Fig. 1: run 1, M4 wires
Scale bar: 20 um.
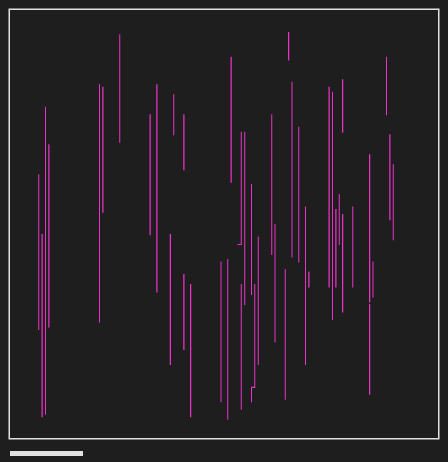
Fig. 2: run 1, clock distribution
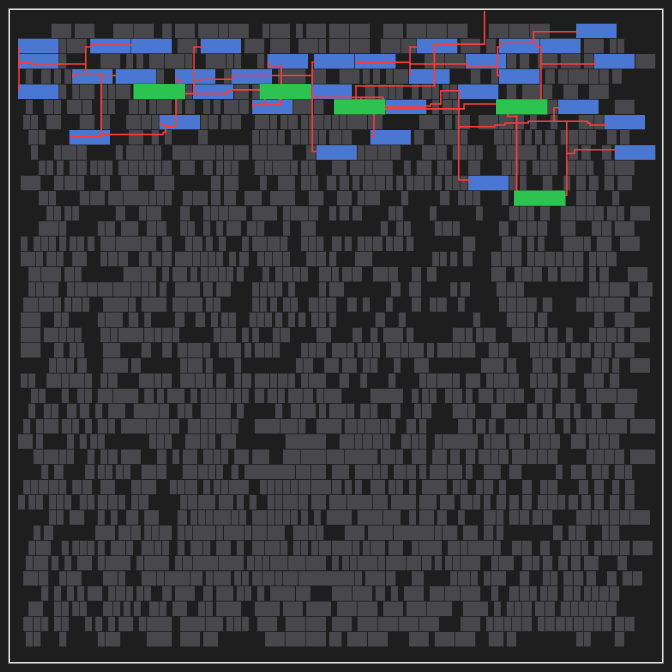
Fig. 3: run 1, cell sizes after repair
Scale bar: 20 um.
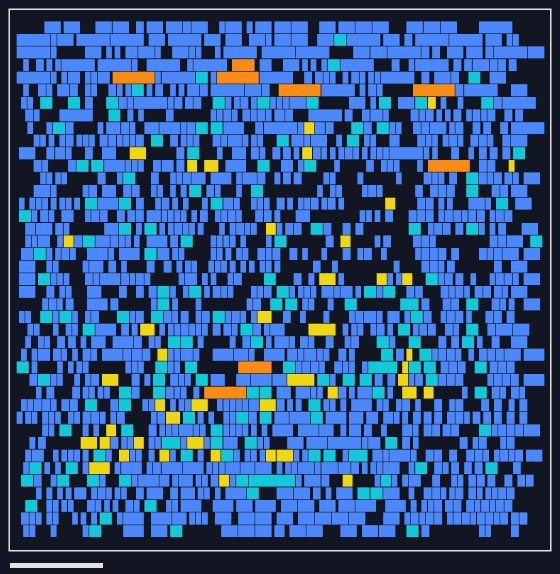
### src/rtl/alu_pkg.sv
// -----------------------------------------------------------------------------
// alu_pkg
// Shared types and constants for the registered integer ALU.
//   alu_op_t           : 3-bit operation select carried on ALUOp
//   ALU_WIDTH_DEFAULT  : default operand/result width
// Build macro used by the ALU: ALU_EXT_OPS_EN (enables XOR / SLT opcodes).
// -----------------------------------------------------------------------------
package alu_pkg;

    localparam int ALU_WIDTH_DEFAULT = 32;

    typedef enum logic [2:0] {
        OP_ADD = 3'd0,
        OP_SUB = 3'd1,
        OP_AND = 3'd2,
        OP_OR  = 3'd3,
        OP_SRL = 3'd4,
        OP_SRA = 3'd5,
        OP_XOR = 3'd6,
        OP_SLT = 3'd7
    } alu_op_t;

endpackage : alu_pkg

### src/rtl/alu_shifter.sv
// -----------------------------------------------------------------------------
// alu_shifter
// Combinational right barrel shifter, shared by logical and arithmetic shifts.
// Built as SHW stages; stage gi shifts by 2**gi when shamt[gi] is set.
// Ports:
//   data   [WIDTH-1:0] in  : value to shift
//   shamt  [SHW-1:0]   in  : shift amount
//   arith              in  : 1 = fill with data[WIDTH-1], 0 = zero fill
//   result [WIDTH-1:0] out : shifted value
// -----------------------------------------------------------------------------
module alu_shifter #(
    parameter int WIDTH = 32,
    parameter int SHW   = $clog2(WIDTH)
) (
    input  logic [WIDTH-1:0] data,
    input  logic [SHW-1:0]   shamt,
    input  logic             arith,
    output logic [WIDTH-1:0] result
);

    // The fill bit is taken from the original operand's MSB, so every stage
    // inserts the same bit regardless of what earlier stages did.
    logic             w_fill;
    logic [WIDTH-1:0] w_stage [0:SHW];

    assign w_fill     = arith & data[WIDTH-1];
    assign w_stage[0] = data;

    genvar gi;
    generate
        for (gi = 0; gi < SHW; gi++) begin : g_stage
            localparam int SH = 1 << gi;
            assign w_stage[gi+1] = shamt[gi]
                ? {{SH{w_fill}}, w_stage[gi][WIDTH-1:SH]}
                : w_stage[gi];
        end
    endgenerate

    assign result = w_stage[SHW];

endmodule : alu_shifter

### src/rtl/alu_unit.sv
// -----------------------------------------------------------------------------
// alu_unit
// Registered integer ALU: result C and flag zero are captured on the clock
// edge where in_valid is high; out_valid marks the cycle after acceptance.
// When in_valid is low, C and zero hold and out_valid drops.
// Ports:
//   clk                  in  : rising-edge clock
//   rst_n                in  : synchronous active-low reset
//   in_valid             in  : A, B, ALUOp valid this cycle
//   A, B   [WIDTH-1:0]   in  : operands (B[SHW-1:0] is the shift amount)
//   ALUOp  [2:0]         in  : operation select (alu_pkg::alu_op_t)
//   out_valid            out : C holds the result of an accepted operation
//   C      [WIDTH-1:0]   out : registered result
//   zero                 out : registered (C == 0)
// Build macro: ALU_EXT_OPS_EN enables XOR (110) and SLT (111); without it
// those opcodes yield 0.
// -----------------------------------------------------------------------------
module alu_unit
    import alu_pkg::*;
#(
    parameter int WIDTH = ALU_WIDTH_DEFAULT
) (
    input  logic             clk,
    input  logic             rst_n,
    input  logic             in_valid,
    input  logic [WIDTH-1:0] A,
    input  logic [WIDTH-1:0] B,
    input  logic [2:0]       ALUOp,
    output logic             out_valid,
    output logic [WIDTH-1:0] C,
    output logic             zero
);

    localparam int SHW = $clog2(WIDTH);

    alu_op_t          w_op;
    logic             w_sub;
    logic [WIDTH-1:0] w_b_eff;
    logic [WIDTH-1:0] w_sum;
    logic [WIDTH-1:0] w_shift;
    logic [WIDTH-1:0] w_result;

    logic             r_out_valid;
    logic [WIDTH-1:0] r_c;
    logic             r_zero;

    assign w_op = alu_op_t'(ALUOp);

    // One shared adder: subtraction is A + ~B + 1. SLT reuses the difference.
    assign w_sub   = (w_op == OP_SUB) || (w_op == OP_SLT);
    assign w_b_eff = B ^ {WIDTH{w_sub}};
    assign w_sum   = A + w_b_eff + {{(WIDTH-1){1'b0}}, w_sub};

    alu_shifter #(
        .WIDTH (WIDTH),
        .SHW   (SHW)
    ) u_shifter (
        .data   (A),
        .shamt  (B[SHW-1:0]),
        .arith  (w_op == OP_SRA),
        .result (w_shift)
    );

`ifdef ALU_EXT_OPS_EN
    // Signed less-than: if the signs differ, A is smaller exactly when it is
    // negative; otherwise the sign of A-B cannot overflow and decides.
    logic w_slt;
    assign w_slt = (A[WIDTH-1] != B[WIDTH-1]) ? A[WIDTH-1] : w_sum[WIDTH-1];
`endif

    always_comb begin
        w_result = '0;
        case (w_op)
            OP_ADD,
            OP_SUB:  w_result = w_sum;
            OP_AND:  w_result = A & B;
            OP_OR:   w_result = A | B;
            OP_SRL,
            OP_SRA:  w_result = w_shift;
`ifdef ALU_EXT_OPS_EN
            OP_XOR:  w_result = A ^ B;
            OP_SLT:  w_result = {{(WIDTH-1){1'b0}}, w_slt};
`else
            OP_XOR,
            OP_SLT:  w_result = '0;
`endif
            default: w_result = '0;
        endcase
    end

    always_ff @(posedge clk) begin
        if (!rst_n) begin
            r_out_valid <= 1'b0;
            r_c         <= '0;
            r_zero      <= 1'b1;
        end else begin
            r_out_valid <= in_valid;
            if (in_valid) begin
                r_c    <= w_result;
                r_zero <= (w_result == '0);
            end
        end
    end

    assign out_valid = r_out_valid;
    assign C         = r_c;
    assign zero      = r_zero;

endmodule : alu_unit

### config.mk
export PLATFORM = sky130hd
export DESIGN_NAME = alu_unit
export DESIGN_NICKNAME = d
export VERILOG_FILES = /design/src/rtl/alu_pkg.sv /design/src/rtl/alu_shifter.sv /design/src/rtl/alu_unit.sv
export SDC_FILE = /design/constraint.sdc
export NUM_CORES = 1
export LEC_CHECK = 0
export ABC_AREA = 1
export CAP_MARGIN = 20
export CORE_UTILIZATION = 50
export CTS_CLUSTER_SIZE = 30
export DETAILED_ROUTE_END_ITERATION = 16
export PLACE_DENSITY = 0.75
export SKIP_LAST_GASP = 1
export SYNTH_ARGS = -nofsm -noshare
export SYNTH_HDL_FRONTEND = slang
export SYNTH_SLANG_ARGS = --single-unit
### constraint.sdc
create_clock -name clk -period 3.8 [get_ports clk]
set_input_delay 0.76 -clock clk [delete_from_list [all_inputs] [get_ports clk]]
set_output_delay 0.76 -clock clk [all_outputs]
set_load 0.1 [all_outputs]
==> impl_metrics.env, run 1 <==
# implementation run metrics
export IMPL_worst_path_largest_cell_delay_ns=0.40
export IMPL_r2r_start="C[20]"
export IMPL_slowest_stage="ha_1"
export IMPL_syn_inst=1246
export IMPL_netlist_area_um2=6570
export IMPL_cts_htree_levels=2
export IMPL_top_cells_by_area="nand2_1, nand3_1, dfxtp_1, inv_1, ha_1"
export IMPL_drt_iter0_drc=1676
export IMPL_vdd_drop_max_v=0.000278
export IMPL_start_kind="input pin"
export IMPL_fillers=1238
export IMPL_cpMostUsedCell="nand2_1"
export IMPL_io_pins=104
export IMPL_p_total_uw=2620
export IMPL_cp_end_kind="register"
export IMPL_yosysSeqAreaShare=0.104
export IMPL_most_common_cell="nand2_1"
export IMPL_io_buffers=103
export IMPL_ys_area_um2=6570
export IMPL_nNetsFinal=1551
export IMPL_cp_arrival_ns=3.69
export IMPL_avgRoutedWirePerCell_um=17.8
export IMPL_maxSlewViolCount=0
export IMPL_coreArea_um2=12700
export IMPL_overflow=0
export IMPL_ys_flop_type="dfxtp_1"
export IMPL_p_per_area_nw_per_um2=295
export IMPL_cts_hold_buffers=0
export IMPL_cp_max_fo=7
export IMPL_crit_buf_inv=5
export IMPL_first_pass_iters=9
export IMPL_yosys_top_cells_count="nand2_1, nand3_1, inv_1"
export IMPL_setup_viol=0
export IMPL_grt_first_pass_wirelength_um=42800
export IMPL_tightest_slew_ns=1.01
export IMPL_lay_top_count="nand2_1"
export IMPL_place_ws_ns=-0.508
export IMPL_ys_sh_mux=0
export IMPL_ant_nets=0
export IMPL_fp_nets=1353
export IMPL_finalCriticalPeriod_ns=3.47
export IMPL_syn_avg_cell_area_um2=5.27
export IMPL_ys_cells=1246
export IMPL_hold_class="register to register"
export IMPL_cp_data_required_time_ns=4.02
export IMPL_ys_sh_xor=0.0480
export IMPL_grt_use_total=0.419
export IMPL_min_from="C[28]"
export IMPL_synth_top_area_share=0.213
export IMPL_synth_edff_count=0
export IMPL_clockBufferDepth=2
export IMPL_rows=41
export IMPL_drc=0
export IMPL_largest_reg_flops=32
export IMPL_yosysTopAreaCell="nand2_1"
export IMPL_async_flop_share=0
export IMPL_hold_end="C[28]"
export IMPL_die_w_um=117
export IMPL_cp_top_family="simple AND/OR/NAND/NOR gates"
export IMPL_r2r_end="C[20]"
export IMPL_lay_top_cells="nand2_1, nand3_1, buf_4, inv_1, nor2_1"
export IMPL_die_area_um2=13600
export IMPL_reg2reg_depth=4
export IMPL_rsz0062_at_grt="no"
export IMPL_antenna_found_initial=1
export IMPL_cts_buffers=5
export IMPL_cts_tree="done"
export IMPL_hold_slack_ns=0.480
export IMPL_fa_ha_area_frac=0.0793
export IMPL_slew_headroom=0.325
export IMPL_logic_family="simple AND/OR/NAND/NOR gates"
export IMPL_worstPathCellList="dlymetal6s2s_1 > buf_4 > nand2_4 > nand3_4 > buf_12 > xor2_1 > ha_1 > nand2_2 > nor2_4 > inv_1 > nor3_2 > nand2_1 > nand2_2 > nand2_1 > inv_1 > nor2_1 > nor2_1 > nand2_1 > nor2_2 > nand3_1 > nor3_2 > nand2_1 > nand2_1"
export IMPL_detail_route_vias_per_cell=5.83
export IMPL_outcome="finished, final reports clean"
export IMPL_yosysWarningCount=0
export IMPL_warning_count=31
export IMPL_hold_violations=0
export IMPL_simple_gate_share=0.518
export IMPL_fp_util=0.516
About Fig. 1:
longest straight run: 83.6 um
share of all routed wire: 5.1%
wire length on this layer: 1480 um
Total Wirelength: 28800 um
vias: 9429

About Fig. 2:
[red] clock wires | length: 464 um
[blue] flip-flops | count: 34
[green] clock drivers | count: 5
routed clock nets: 6
Clk power: 407 uW
clk_lat worst skew: 0.28 ns
Setup Skew: 0 ns
Clock power frac: 0.155

About Fig. 3:
| colour | size | cells | most used |
|---|---|---|---|
| orange | _6 and larger | 8 | clkbuf_16 |
| cyan | _3 and _4 cells | 144 | buf_4 |
| yellow | _2 cells | 43 | nand2_2 |
| blue | _0 and _1 cells | 1250 | nand2_1 |
final setup margin: 0.334 ns
Layout area overhead: 35.7%
Non-Clock Buffer Count: 243

[run 1: power by group]
group          switching (uW)  internal (uW)  total (uW)
logic                    1140            674        1820
clock network             148            260         407
registers                15.1            387         402
[run 1: worst max-delay path by stage]
stage	from	endpoint	slack, ns	cells after the start
final	ALUOp[1]	zero	0.33	23
after global placement	ALUOp[1]	zero	-0.50	21
after global routing	ALUOp[1]	zero	0.13	23
after detailed placement	ALUOp[2]	zero	-0.51	21
after CTS	ALUOp[2]	zero	0.01	24
after floorplan	ALUOp[1]	zero	0.44	24
[run 1: routing by layer]
layer | wire, um | track usage | up-vias | share of wire
met1 | 11900 | 0.553 | 4252 | 0.41
met5 | 0 | 0 | - | 0
met2 | 12100 | 0.648 | 591 | 0.42
met3 | 3350 | 0.0970 | 92 | 0.12
met4 | 1480 | 0.186 | 0 | 0.051
li1 | - | - | 4494 | -
[run 1: metrics by stage]
step	std cells	instance area [um^2]	setup TNS [ns]	utilization
6_report	1618	8910	0	0.700
5_1_grt	1617	8910	0	0.700
4_1_cts	1610	8730	0	0.686
3_5_place_dp	1602	8570	-1.85	0.674
3_3_place_gp	1602	8570	-1.35	0.674
2_1_floorplan	1246	6570	0	-
[run 1: what timing repair did]
item                                    in CTS  in global routing
pin swaps                                    0                  8
setup buffers                                0                  6
endpoints found under the setup margin       1                 12
cloned                                       0                  1
resized                                      3                 28
[run 1: cell type report]
cell class / instances / area (um^2) / area share
multi-input combinational: 1025 / 5240 / 0.588
clock buffer: 7 / 143 / 0.0160
clock inverter: 1 / 5.00 / 0.000562
timing repair buffer: 243 / 2120 / 0.238
inverter: 135 / 509 / 0.0572
tap: 172 / 215 / 0.0242
antenna: 1 / 2.50 / 0.000281
sequential: 34 / 681 / 0.0764
==> run 2: changes to the inputs <==
--- a/config.mk
+++ b/config.mk
@@ -10,6 +10,7 @@
 export CORE_UTILIZATION = 50
 export CTS_CLUSTER_SIZE = 30
 export DETAILED_ROUTE_END_ITERATION = 16
+export GPL_ROUTABILITY_DRIVEN = 0
 export PLACE_DENSITY = 0.75
 export SKIP_LAST_GASP = 1
 export SYNTH_ARGS = -nofsm -noshare
Fig. 4: run 2, clock distribution
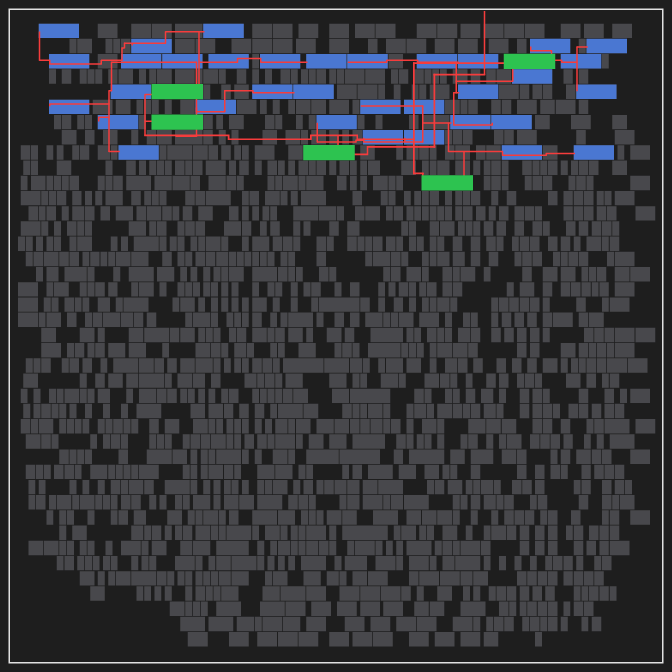
[red] clock wires | length: 480 um
[blue] flip-flops | count: 34
[green] clock drivers | count: 5
flops lie: a band across the top
Clock power frac: 0.169
Clk power: 446 uW

==> impl_metrics.env, run 2 <==
# implementation run metrics
export IMPL_outcome="finished, final reports clean"
export IMPL_post_route_util=0.692
export IMPL_cts_tree="done"
export IMPL_drc=0
export IMPL_die_area_um2=13600
export IMPL_p_per_area_nw_per_um2=300
export IMPL_fp_nets=1353
export IMPL_setup_viol=0
export IMPL_yosys_top_cells_count="nand2_1, nand3_1, inv_1"
export IMPL_r2r_start="C[19]"
export IMPL_reg2reg_depth=4
export IMPL_regArea_um2=681
export IMPL_place_inst=1584
export IMPL_die_w_um=117
export IMPL_yosysWarningCount=0
export IMPL_ant_nets=0
export IMPL_ys_area_um2=6570
export IMPL_lay_top_count="nand2_1"
export IMPL_worstPathCellList="clkdlybuf4s50_1 > nand3_4 > buf_12 > xor2_2 > buf_4 > ha_1 > nand2_2 > nand2_1 > a21oi_1 > nand2_1 > nand2_1 > nand2_1 > nand2_1 > nand3_1 > nand2_2 > nand3_1 > nor2_2 > nand3_1 > nor3_2 > nand2_1 > nand2_1"
export IMPL_finalWorstSetupSlack_ns=0.219
export IMPL_syn_inst=1246
export IMPL_nNetsFinal=1529
export IMPL_cts_htree_levels=2
export IMPL_clockBufferDepth=2
export IMPL_r2r_end="C[19]"
export IMPL_io_buffers=103
export IMPL_inverters_excl_clock=135
export IMPL_setup_tns_ns=0
export IMPL_synth_edff_count=0
export IMPL_vdd_drop_max_v=0.000196
export IMPL_cts_buffers=5
export IMPL_seqAreaFraction=0.0773
export IMPL_route_vias_total=9401
export IMPL_rsz0062_at_grt="no"
export IMPL_hold_class="register to register"
export IMPL_detail_route_vias_per_cell=5.89
-- run 2: repair_timing --
| item | in CTS | in global routing |
|---|---|---|
| resized | 1 | 37 |
| gates cloned | 0 | 0 |
| buffers inserted | 0 | 3 |
| pin swaps | 0 | 7 |
| endpoints found under the setup margin | 1 | 11 |
-- run 2: how the worst max path moves through the flow --
stage | from | end | slack (ns) | depth (start not counted)
6_report | ALUOp[0] | zero | 0.22 | 21
5_1_grt | ALUOp[0] | zero | 0.08 | 21
3_5_place_dp | ALUOp[2] | zero | -0.40 | 21
3_3_place_gp | ALUOp[1] | zero | -0.40 | 21
2_1_floorplan | ALUOp[1] | zero | 0.44 | 24
4_1_cts | ALUOp[2] | zero | 0.004 | 21
-- run 2: kinds of logic after synthesis --
| logic type | count (synthesis) | share of synthesized area |
|---|---|---|
| xor gates and xnor gates | 36 | 0.0480 |
| AOI/OAI and AO/OA | 158 | 0.135 |
| buffers and inverters | 187 | 0.116 |
| adders and majority gates | 42 | 0.0793 |
| and+or+nand+nor | 789 | 0.518 |
| DFF | 34 | 0.104 |
-- run 2: power by group --
group	switching, uW	total [uW]	leakage (uW)	internal [uW]
Clock	150	446	0.0000832	296
Combinational	1140	1800	0.00419	658
Sequential	16.4	403	0.000282	387
Total	1300	2640	0.00456	1340
-- run 2: per-layer routing --
layer  part of all wire  vias up  track usage
li1                   -     4463            -
met1               0.40     4242        0.565
met2               0.43      617        0.623
met3               0.13       79       0.0685
met4              0.040        0        0.161
met5                  0        -            0
==> run 3: changes to the inputs <==
--- a/config.mk
+++ b/config.mk
@@ -5,13 +5,13 @@
 export SDC_FILE = /design/constraint.sdc
 export NUM_CORES = 1
 export LEC_CHECK = 0
-export ABC_AREA = 1
+export ABC_AREA = 0
 export CAP_MARGIN = 20
-export CORE_UTILIZATION = 50
+export CORE_UTILIZATION = 57
 export CTS_CLUSTER_SIZE = 30
 export DETAILED_ROUTE_END_ITERATION = 16
 export GPL_ROUTABILITY_DRIVEN = 0
-export PLACE_DENSITY = 0.75
+export PLACE_DENSITY = 0.84
 export SKIP_LAST_GASP = 1
 export SYNTH_ARGS = -nofsm -noshare
 export SYNTH_HDL_FRONTEND = slang
==> constraint.sdc (replaced) <==
create_clock -name clk -period 3.4 [get_ports clk]
set_input_delay 0.68 -clock clk [delete_from_list [all_inputs] [get_ports clk]]
set_output_delay 0.68 -clock clk [all_outputs]
set_load 0.1 [all_outputs]
==> impl_metrics.env, run 3 <==
# flow metrics
export IMPL_syn_avg_cell_area_um2=7.53
export IMPL_grt_max_degree=45
export IMPL_cts_sinks=34
export IMPL_overflow=242
export IMPL_ys_cells=909
export IMPL_outcome="did not finish"
export IMPL_ctsRootBufferMaster="clkbuf_16"
export IMPL_io_pins=104
export IMPL_die_h_um=112
export IMPL_synth_cell_types=79
export IMPL_yosysSeqAreaShare=0.0995
export IMPL_async_flop_share=0
export IMPL_most_common_cell="nand2_1"
export IMPL_placed_area_um2=10300
export IMPL_syn_inst=909
export IMPL_error_line="[ERROR GRT-0116] Global routing finished with congestion. Check the congestion regions in the DRC Viewer."
export IMPL_die_w_um=112
export IMPL_rows=39
export IMPL_synth_top_area_share=0.0995
export IMPL_yosysWarningCount=0
export IMPL_cts_hold_buffers=0
export IMPL_yosysTopAreaCell="dfxtp_1"
export IMPL_cts_buffers=5
export IMPL_yosys_top_cells_count="nand2_1, a21oi_1, nor2_1"
export IMPL_cts_htree_levels=2
export IMPL_clockBufferDepth=2
export IMPL_grt_first_pass_wirelength_um=84000
export IMPL_ys_area_um2=6840
export IMPL_hpwl_um=28100
export IMPL_ys_flop_type="dfxtp_1"
export IMPL_haltStage="global routing"
export IMPL_fp_nets=1016
export IMPL_netlist_area_um2=6840
export IMPL_numSynthFlops=34
export IMPL_io_buffers=103
export IMPL_first_global_vias=13400
export IMPL_grt_use_total=0.867
export IMPL_top_cells_by_area="dfxtp_1, mux4_2, ha_1, nand2_1, a21oi_1"
export IMPL_fp_util=0.591
export IMPL_synth_edff_count=0
-- run 3: cell types whose count changed after synthesis, sizes merged, moves of 13 or more --
cell    delta
nand2    -275
nand3    -251
inv      -122
nor2      -55
mux2i     +35
clkbuf    +32
mux4      +30
nor2b     +21
maj3      +19
xnor2     +19
nand4     +15
a21o      +13
o211a     +13
-- run 3: stage by stage --
stage          setup WS, ns   util  cells
2_1_floorplan        -0.569      -    909
3_3_place_gp          -1.18  0.887   1405
3_5_place_dp          -1.46  0.887   1405
4_1_cts              -0.576  0.937   1429
-- run 3: layer usage --
metal | GRT overflow | GRT usage
met5 | 0 | 0.388
met4 | 84 | 0.914
met3 | 6 | 0.747
met2 | 148 | 1.02
met1 | 4 | 0.841
-- run 3: logic make-up after synthesis --
family,Yosys count,synth area share
XOR/XNOR,46,0.0589
AND-OR/OR-AND,302,0.299
flip-flops,34,0.0995
multiplexers,73,0.165
adder cells (fa/ha/maj),61,0.104
buffers and inverters,89,0.0573
AND/OR/NAND/NOR,304,0.216
-- run 3: what timing repair did --
item / 4_1_cts
setup endpoints to repair: 30
gates cloned: 2
setup buffers: 15
pin swaps: 29
resized: 66
endpoints found under the hold margin: 0
==> run 4: changes to the inputs <==
--- a/config.mk
+++ b/config.mk
@@ -7,11 +7,10 @@
 export LEC_CHECK = 0
 export ABC_AREA = 0
 export CAP_MARGIN = 20
-export CORE_UTILIZATION = 57
-export CTS_CLUSTER_SIZE = 30
+export CORE_UTILIZATION = 40
 export DETAILED_ROUTE_END_ITERATION = 16
 export GPL_ROUTABILITY_DRIVEN = 0
-export PLACE_DENSITY = 0.84
+export PLACE_DENSITY_LB_ADDON = 0.15
 export SKIP_LAST_GASP = 1
 export SYNTH_ARGS = -nofsm -noshare
 export SYNTH_HDL_FRONTEND = slang
==> impl_metrics.env, run 4 <==
# implementation run metrics
export IMPL_outcome="complete, but fails checks"
export IMPL_violations="negative setup slack"
export IMPL_cts_hold_buffers=0
export IMPL_ys_sh_xor=0.0589
export IMPL_first_global_vias=8760
export IMPL_synth_edff_count=0
export IMPL_syn_avg_cell_area_um2=7.53
export IMPL_fp_util=0.411
export IMPL_ys_flop_type="dfxtp_1"
export IMPL_antennaDiodeCount=0
export IMPL_simple_gate_share=0.216
export IMPL_numSynthFlops=34
export IMPL_cts_sinks=34
export IMPL_grt_use_total=0.339
export IMPL_placed_area_um2=10300
export IMPL_ys_sh_mux=0.165
export IMPL_overflow=0
export IMPL_ctsRootBufferMaster="clkbuf_16"
export IMPL_postCtsSetupBuffers=21
export IMPL_hpwl_um=23800
export IMPL_synth_top_area_share=0.0995
export IMPL_logic_family="AND-OR/OR-AND gates"
export IMPL_ys_cells=909
export IMPL_cp_data_required_time_ns=3.59
export IMPL_cts_htree_levels=2
export IMPL_clockBufferDepth=2
export IMPL_yosysWarningCount=0
export IMPL_finalWorstSetupSlack_ns=-0.581
export IMPL_grt_first_pass_wirelength_um=47100
export IMPL_yosysTopAreaCell="dfxtp_1"
export IMPL_setup_viol=14
export IMPL_top_cells_by_area="dfxtp_1, mux4_2, ha_1, nand2_1, a21oi_1"
export IMPL_ys_area_um2=6840
export IMPL_netlist_area_um2=6840
export IMPL_cts_resized=51
export IMPL_yosys_top_cells_count="nand2_1, a21oi_1, nor2_1"
export IMPL_rows=47
export IMPL_yosysSeqAreaShare=0.0995
export IMPL_synth_cell_types=79
export IMPL_async_flop_share=0
export IMPL_io_pins=104
run 4: cell counts after synthesis:
Identical to the previous run, type by type.
run 4: cells by family (layout without fill, tap and decap cells):
logic type      after synthesis  in the layout
simple gates                304            305
mux                          73             73
xor+xnor                     46             46
fa+ha+maj                    61             61
buf+inv                      89            480
flops                        34             34
compound gates              302            302
run 4: area by class of cell:
type | count | area (um^2) | share of cell area
clock buffer | 7 | 143 | 0.0127
clock inverter | 1 | 5.00 | 0.000444
inverter | 13 | 48.8 | 0.00433
multi-input combinational | 787 | 6350 | 0.563
sequential | 34 | 681 | 0.0604
tap | 220 | 275 | 0.0244
timing repair buffer | 459 | 3770 | 0.334
run 4: power by group through the flow:
| stage | Combinational, uW | Sequential [uW] | Clock (uW) |
|---|---|---|---|
| finish | 2660 | 450 | 450 |
| floorplan | 1110 | 688 | 0 |
| global route | 2820 | 453 | 475 |
| CTS | 2460 | 450 | 456 |
| detailed placement | 2320 | 457 | 0 |
| global placement | 2300 | 457 | 0 |
run 4: stage by stage:
step,setup WS [ns],cells
6_report,-0.581,1521
3_3_place_gp,-1.18,1481
4_1_cts,-0.693,1511
3_5_place_dp,-1.38,1481
2_1_floorplan,-0.569,909
5_1_grt,-0.682,1521
run 4: layer usage:
layer	part of all wire	vias up	global-route usage
met5	0	-	0
met4	0.053	0	0.149
met3	0.083	102	0.0498
met2	0.46	491	0.555
met1	0.41	4269	0.442
li1	-	4242	-
run 4: final timing paths:
path | slack (ns) | cells after the start | start | to
max | -0.58 | 19 | ALUOp[2] | zero
min | 0.47 | 2 | C[28] | C[28]
max reg2reg | 2.51 | 3 | C[18] | C[18]
min reg2reg | 0.47 | 2 | C[28] | C[28]
Fig. 5: run 4, pin map
Pins as bars across the die edge, other pins in grey.
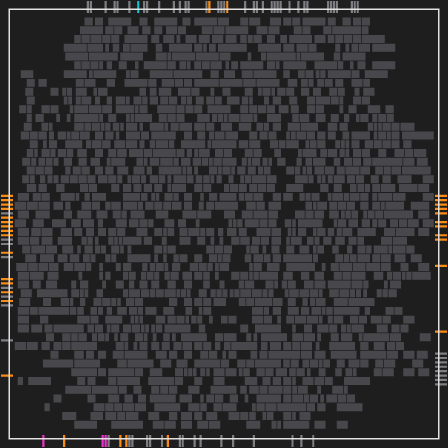
| colour | port | pins | direction | edge |
|---|---|---|---|---|
| cyan | `out_valid` | 1 | output | north |
| orange | `B` | 32 | input | 15 west, 11 east, 4 south, 2 north |
| magenta | `ALUOp` | 3 | input | south |
Die Height: 133 um
Die Width: 133 um
# port buffers: 103

No activity file was given, so power comes from the tool's default toggle rates.
